==> images/m1.png <==
The bar under the picture is 50 um long. Supply wires on this layer in gray.
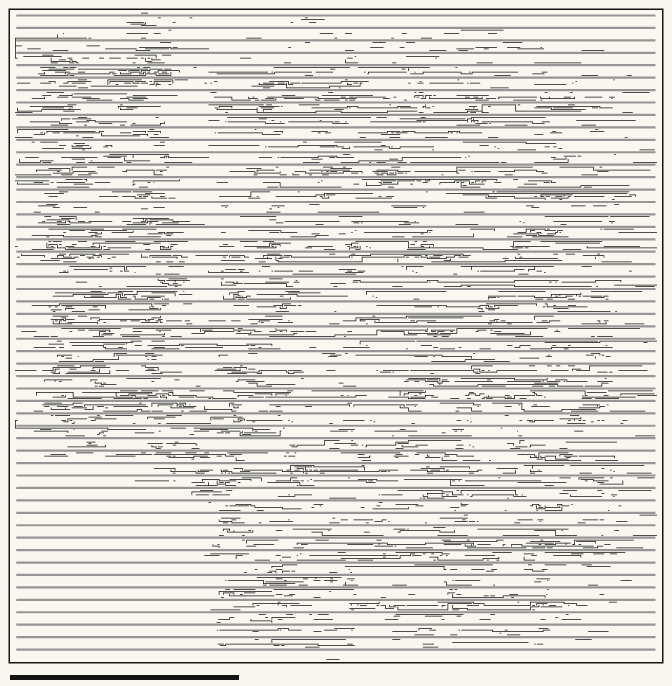
==> images/m2.png <==
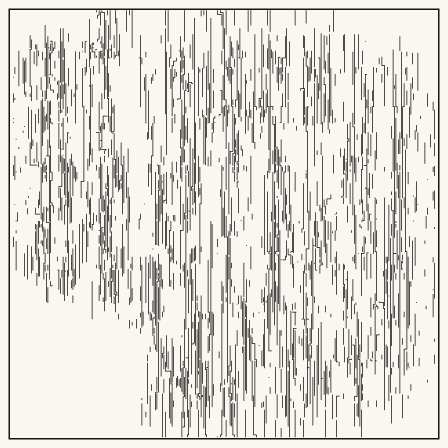
==> images/m3.png <==
The bar under the picture is 50 um long. Cells faint in the background.
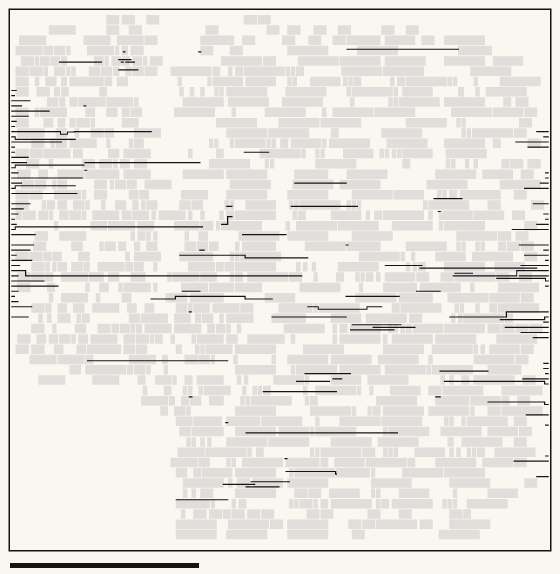
**src/rtl/tf32_operand_fetch_if.sv**
```systemverilog
// Operand stream from the TF32 operand fetch stage to the multiplier.
// The master drives an aligned operand pair with a valid/last qualifier; the slave returns ready.
interface tf32_operand_fetch_if;
   logic [18:0] op_a;
   logic [18:0] op_b;
   logic        op_valid;
   logic        op_ready;
   logic        op_last;

   modport master (output op_a, output op_b, output op_valid, output op_last, input op_ready);
   modport slave  (input op_a, input op_b, input op_valid, input op_last, output op_ready);
endinterface

```
**src/rtl/tf32_operand_fetch.sv**
```systemverilog
// Burst streamer that reads paired TF32 operands from two ROM banks and hides the ROM latency behind a credit-checked FIFO.
// Optional macro TF32_DAZ_EN: operands with a zero exponent have their fraction cleared at FIFO write.
module tf32_operand_fetch #(
   parameter int ADDR_W     = 14,
   parameter int RD_LAT     = 1,
   parameter int FIFO_DEPTH = 4
) (
   input  logic              clk,
   input  logic              rst,
   input  logic              start,
   input  logic [ADDR_W-1:0] base_addr,
   input  logic [ADDR_W:0]   count,
   output logic              busy,
   output logic              done,
   output logic              mem_en,
   output logic [ADDR_W-1:0] mem_addr,
   input  logic [18:0]       mem_dout_a,
   input  logic [18:0]       mem_dout_b,
   tf32_operand_fetch_if.master op
);

   localparam int PTR_W = (FIFO_DEPTH > 1) ? $clog2(FIFO_DEPTH) : 1;
   localparam int CNT_W = $clog2(FIFO_DEPTH) + 1;
   localparam logic [CNT_W:0] DEPTH_C = (CNT_W+1)'(FIFO_DEPTH);

   typedef enum logic [1:0] {IDLE = 2'd0, ISSUE = 2'd1, DRAIN = 2'd2} state_t;

   state_t              state_r, state_s;
   logic                busy_r, done_r, done_s;
   logic                mem_en_r, mem_en_nxt_s;
   logic [ADDR_W-1:0]   addr_r;
   logic [ADDR_W:0]     remaining_r;
   logic [RD_LAT-1:0]   tag_r, tag_last_r;
   logic [CNT_W-1:0]    occ_r, occ_nxt_s, inflight_r, inflight_nxt_s;
   logic [CNT_W:0]      credit_s;
   logic [PTR_W-1:0]    wr_ptr_r, rd_ptr_r;
   logic [18:0]         fifo_a_r [FIFO_DEPTH];
   logic [18:0]         fifo_b_r [FIFO_DEPTH];
   logic                fifo_last_r [FIFO_DEPTH];
   logic                push_s, pop_s, op_valid_s;

   // Denormal-as-zero: clear the fraction of a zero-exponent operand, keep its sign.
   function automatic logic [18:0] daz_f(input logic [18:0] val);
`ifdef TF32_DAZ_EN
      if (val[17:10] == 8'h00) begin
         daz_f = {val[18:10], 10'h000};
      end else begin
         daz_f = val;
      end
`else
      daz_f = val;
`endif
   endfunction

   // Occupancy/in-flight bookkeeping and the credit that gates the next ROM read.
   always_comb begin
      push_s     = tag_r[RD_LAT-1];
      op_valid_s = (occ_r != {CNT_W{1'b0}});
      pop_s      = op_valid_s & op.op_ready;
      occ_nxt_s  = occ_r;
      case ({push_s, pop_s})
         2'b10:   occ_nxt_s = occ_r + CNT_W'(1'b1);
         2'b01:   occ_nxt_s = occ_r - CNT_W'(1'b1);
         default: occ_nxt_s = occ_r;
      endcase
      inflight_nxt_s = inflight_r;
      case ({mem_en_r, push_s})
         2'b10:   inflight_nxt_s = inflight_r + CNT_W'(1'b1);
         2'b01:   inflight_nxt_s = inflight_r - CNT_W'(1'b1);
         default: inflight_nxt_s = inflight_r;
      endcase
      credit_s     = {1'b0, occ_nxt_s} + {1'b0, inflight_nxt_s};
      mem_en_nxt_s = (state_s == ISSUE) && (credit_s < DEPTH_C);
   end

   // Next-state and done-pulse decode.
   always_comb begin
      state_s = state_r;
      done_s  = 1'b0;
      case (state_r)
         IDLE: begin
            if (start) begin
               if (count != {(ADDR_W+1){1'b0}}) begin
                  state_s = ISSUE;
               end else begin
                  done_s = 1'b1;
               end
            end else begin
               state_s = IDLE;
            end
         end
         ISSUE: begin
            if (mem_en_r && (remaining_r == (ADDR_W+1)'(1'b1))) begin
               state_s = DRAIN;
            end else begin
               state_s = ISSUE;
            end
         end
         DRAIN: begin
            if ((occ_nxt_s == {CNT_W{1'b0}}) && (inflight_nxt_s == {CNT_W{1'b0}})) begin
               state_s = IDLE;
               done_s  = 1'b1;
            end else begin
               state_s = DRAIN;
            end
         end
         default: state_s = IDLE;
      endcase
   end

   // Burst control: state, status flags, address/remaining counters, registered ROM enable.
   always_ff @(posedge clk) begin
      if (rst) begin
         state_r     <= IDLE;
         busy_r      <= 1'b0;
         done_r      <= 1'b0;
         mem_en_r    <= 1'b0;
         addr_r      <= {ADDR_W{1'b0}};
         remaining_r <= {(ADDR_W+1){1'b0}};
      end else begin
         state_r  <= state_s;
         busy_r   <= (state_s != IDLE);
         done_r   <= done_s;
         mem_en_r <= mem_en_nxt_s;
         if ((state_r == IDLE) && (state_s == ISSUE)) begin
            addr_r      <= base_addr;
            remaining_r <= count;
         end else if (mem_en_r) begin
            addr_r      <= addr_r + ADDR_W'(1'b1);
            remaining_r <= remaining_r - (ADDR_W+1)'(1'b1);
         end
      end
   end

   // Read-latency tag pipeline; clearing it on reset discards responses still in the ROM.
   always_ff @(posedge clk) begin
      if (rst) begin
         tag_r      <= {RD_LAT{1'b0}};
         tag_last_r <= {RD_LAT{1'b0}};
         inflight_r <= {CNT_W{1'b0}};
      end else begin
         tag_r[0]      <= mem_en_r;
         tag_last_r[0] <= mem_en_r && (remaining_r == (ADDR_W+1)'(1'b1));
         for (int i = 1; i < RD_LAT; i++) begin
            tag_r[i]      <= tag_r[i-1];
            tag_last_r[i] <= tag_last_r[i-1];
         end
         inflight_r <= inflight_nxt_s;
      end
   end

   // Output FIFO storage and pointers.
   always_ff @(posedge clk) begin
      if (rst) begin
         wr_ptr_r <= {PTR_W{1'b0}};
         rd_ptr_r <= {PTR_W{1'b0}};
         occ_r    <= {CNT_W{1'b0}};
         for (int i = 0; i < FIFO_DEPTH; i++) begin
            fifo_a_r[i]    <= 19'h00000;
            fifo_b_r[i]    <= 19'h00000;
            fifo_last_r[i] <= 1'b0;
         end
      end else begin
         if (push_s) begin
            fifo_a_r[wr_ptr_r]    <= daz_f(mem_dout_a);
            fifo_b_r[wr_ptr_r]    <= daz_f(mem_dout_b);
            fifo_last_r[wr_ptr_r] <= tag_last_r[RD_LAT-1];
            wr_ptr_r              <= wr_ptr_r + PTR_W'(1'b1);
         end
         if (pop_s) begin
            rd_ptr_r <= rd_ptr_r + PTR_W'(1'b1);
         end
         occ_r <= occ_nxt_s;
      end
   end

   assign busy        = busy_r;
   assign done        = done_r;
   assign mem_en      = mem_en_r;
   assign mem_addr    = addr_r;
   assign op.op_valid = op_valid_s;
   assign op.op_a     = fifo_a_r[rd_ptr_r];
   assign op.op_b     = fifo_b_r[rd_ptr_r];
   assign op.op_last  = fifo_last_r[rd_ptr_r];

endmodule

```
**src/flat_wrapper.sv**
```systemverilog
// flat-port wrapper written by rule: the top's interface ports become plain ports
module tf32_operand_fetch_flat 
#(
   parameter int ADDR_W     = 14,
   parameter int RD_LAT     = 1,
   parameter int FIFO_DEPTH = 4
)
  (clk, rst, start, base_addr, count, busy, done, mem_en, mem_addr, mem_dout_a, mem_dout_b, op_op_a, op_op_b, op_op_valid, op_op_last, op_op_ready);
  tf32_operand_fetch_if op_i ();
  input  logic clk;
  input  logic rst;
  input  logic start;
  input  logic [ADDR_W-1:0] base_addr;
  input  logic [ADDR_W:0] count;
  output logic busy;
  output logic done;
  output logic mem_en;
  output logic [ADDR_W-1:0] mem_addr;
  input  logic [18:0] mem_dout_a;
  input  logic [18:0] mem_dout_b;
  output wire logic [$bits(op_i.op_a)-1:0] op_op_a;
  output wire logic [$bits(op_i.op_b)-1:0] op_op_b;
  output wire logic [$bits(op_i.op_valid)-1:0] op_op_valid;
  output wire logic [$bits(op_i.op_last)-1:0] op_op_last;
  input wire logic [$bits(op_i.op_ready)-1:0] op_op_ready;
  assign op_op_a = op_i.op_a;
  assign op_op_b = op_i.op_b;
  assign op_op_valid = op_i.op_valid;
  assign op_op_last = op_i.op_last;
  assign op_i.op_ready = op_op_ready;
  tf32_operand_fetch #(.ADDR_W(ADDR_W), .RD_LAT(RD_LAT), .FIFO_DEPTH(FIFO_DEPTH)) u_core (.clk(clk), .rst(rst), .start(start), .base_addr(base_addr), .count(count), .busy(busy), .done(done), .mem_en(mem_en), .mem_addr(mem_addr), .mem_dout_a(mem_dout_a), .mem_dout_b(mem_dout_b), .op(op_i));
endmodule
```
**config.mk**
```make
export PLATFORM = sky130hd
export DESIGN_NAME = tf32_operand_fetch_flat
export DESIGN_NICKNAME = d
export VERILOG_FILES = /design/src/rtl/tf32_operand_fetch_if.sv /design/src/rtl/tf32_operand_fetch.sv /design/src/flat_wrapper.sv
export SDC_FILE = /design/constraint.sdc
export NUM_CORES = 1
export LEC_CHECK = 0
export ABC_CLOCK_PERIOD_IN_PS = 7100
export CAP_MARGIN = 20
export CORE_MARGIN = 1
export CORE_UTILIZATION = 45
export DETAILED_ROUTE_END_ITERATION = 8
export PLACE_DENSITY = 0.68
export SETUP_SLACK_MARGIN = 0.02
export SYNTH_ARGS = -nofsm -noshare
export SYNTH_HDL_FRONTEND = slang
export SYNTH_SLANG_ARGS = --single-unit
export TNS_END_PERCENT = 50
```
**constraint.sdc**
```tcl
create_clock -name clk -period 7.1 [get_ports clk]
set_input_delay 1.42 -clock clk [delete_from_list [all_inputs] [get_ports clk]]
set_output_delay 1.42 -clock clk [all_outputs]
set_load 0.01 [all_outputs]
```
==> impl_summary.log <==
[metrics] run summary
[metrics] status: complete, no violations
[metrics] logic gate share of total power: 0.197
[metrics] fraction of the core area occupied by cells at floorplan: 0.459
[metrics] data arrival time of the critical path: around 2600 ps
[metrics] most common logic cells in the final layout: 156 x sky130_fd_sc_hd__edfxtp_1, 126 x sky130_fd_sc_hd__nor2_1, 126 x sky130_fd_sc_hd__clkdlybuf4s50_1
[metrics] post-route ant nets: 0
[metrics] number of buffers added by the clock tree synthesis step: 22
[metrics] number of unique standard cell types used by synthesis: roughly 48
[metrics] diodes inserted: 0
[metrics] depth of the worst register-to-register path: 11
[metrics] maximum net fanout on the critical path: 39
[metrics] P_int: around 0.0025 W
[metrics] cells along the critical path: mux4_2 -> clkdlybuf4s50_1
[metrics] layout filler cell count: 1601
[metrics] reg-to-reg endpoint: u_core.mem_en
[metrics] wire length of the first global-routing pass: 30600 um
[metrics] flip-flops with a built-in enable: roughly 160
[metrics] total non-filler cell area in the finished layout: 11300 um2
[metrics] boundary pin count: 128
[metrics] most area-consuming cells after synthesis: sky130_fd_sc_hd__edfxtp_1 53%, sky130_fd_sc_hd__dfxtp_1 11%, sky130_fd_sc_hd__mux4_2 9.9%
[metrics] setup tns final: 0 ps
[metrics] yosys aoi share: 0.0371
[metrics] Core Box Area: 19400 um2
[metrics] WL met3: 1190 um
[metrics] multiplexer fraction of the synthesized cell area: 0.102
[metrics] post-synthesis sequential area ratio: 0.634
[metrics] chip area line of the yosys report: between 8000 and 9000 um2
[metrics] final setup violation count: 0
[metrics] per-instance average area after synthesis: between 10 and 15 um2
[metrics] post-CTS clock slew at the launch and capture registers of the worst setup and hold paths: around 60 ps
[metrics] routed length on met1: around 7900 um
[metrics] largest clock skew in the final design: slightly below 20 ps
[metrics] largest incremental delay on the critical path: between 1000 and 1500 ps
[metrics] final standard cell utilization of the core: 0.584
[metrics] switching power: around 0.00088 W
[metrics] count of warning messages emitted by the tools: 27
[metrics] number of buffers other than clock buffers in the final layout: 136
[metrics] final std cells w/o fill: around 1100
[metrics] Worst Hold Class: reg -> reg
[metrics] final worst path period need: a little under 4000 ps
[metrics] maximum number of pins on one net before global-route repair: 59
[metrics] clock buffers: 24
[metrics] die span in x: between 100 and 150 um
[metrics] via-per-instance ratio: approximately 5.2
[metrics] Worst Hold Path Cells: 2
[metrics] Leak Pwr: around 4.2 nW
[metrics] Clock Tree Buf Depth: 3
[metrics] fraction of registers with async set/reset: 0
[metrics] Inverters: 54
[metrics] total number of sequential cells: about 200
[metrics] area used by sequential logic in the layout: 5650 um2
[metrics] Root Driver: sky130_fd_sc_hd__clkbuf_16
[metrics] tap cell instance count: about 270
[metrics] final worst path period share: 0.560
[metrics] crit path buf inv count: 1
[metrics] register bit count reported by yosys: between 200 and 250
[metrics] Total Routing Usage GR: 0.197
[metrics] Clock power frac: 0.366
[metrics] instance count of the mapped netlist: 692
[metrics] final critical-path setup slack: between 3000 and 4000 ps
[metrics] proportion of layout cells with a drive suffix above 1: 0.119
[metrics] logic share of the area: 0.261
[metrics] area taken by multi-input logic gates: just under 3000 um2
[metrics] kind of start point of the critical path: flip-flop
[metrics] switching share of power: 0.256
[metrics] Worst Tran Pin Value: 1110 ps
[metrics] post-synthesis cell area: just under 9000 um2
[metrics] number of detailed-route iterations in the first pass: 5
[metrics] DRC violation count after routing: 0
[metrics] Largest type area fraction: 0.526
Back to the opening pictures, m1.png:
820 nets have wire on it. The layer carries 7880 um of wire. The layer holds 41% of the routed length. The longest straight run is 39.6 um.
WL final: 19200 um
overall via count from detail_route: 5703
global-route track usage on met1: 0.241

Back to the opening pictures, m2.png:
The longest straight run is 73.8 um. 801 nets have wire on it. The layer carries 9760 um of wire. The layer holds 51% of the routed length.

Back to the opening pictures, m3.png:
106 nets have wire on it. The layer carries 1190 um of wire. The wires run mostly horizontal. The layer holds 6.2% of the routed length.
met3 Usage GRT: 0.0416

Power and IR drop assume default switching activity.
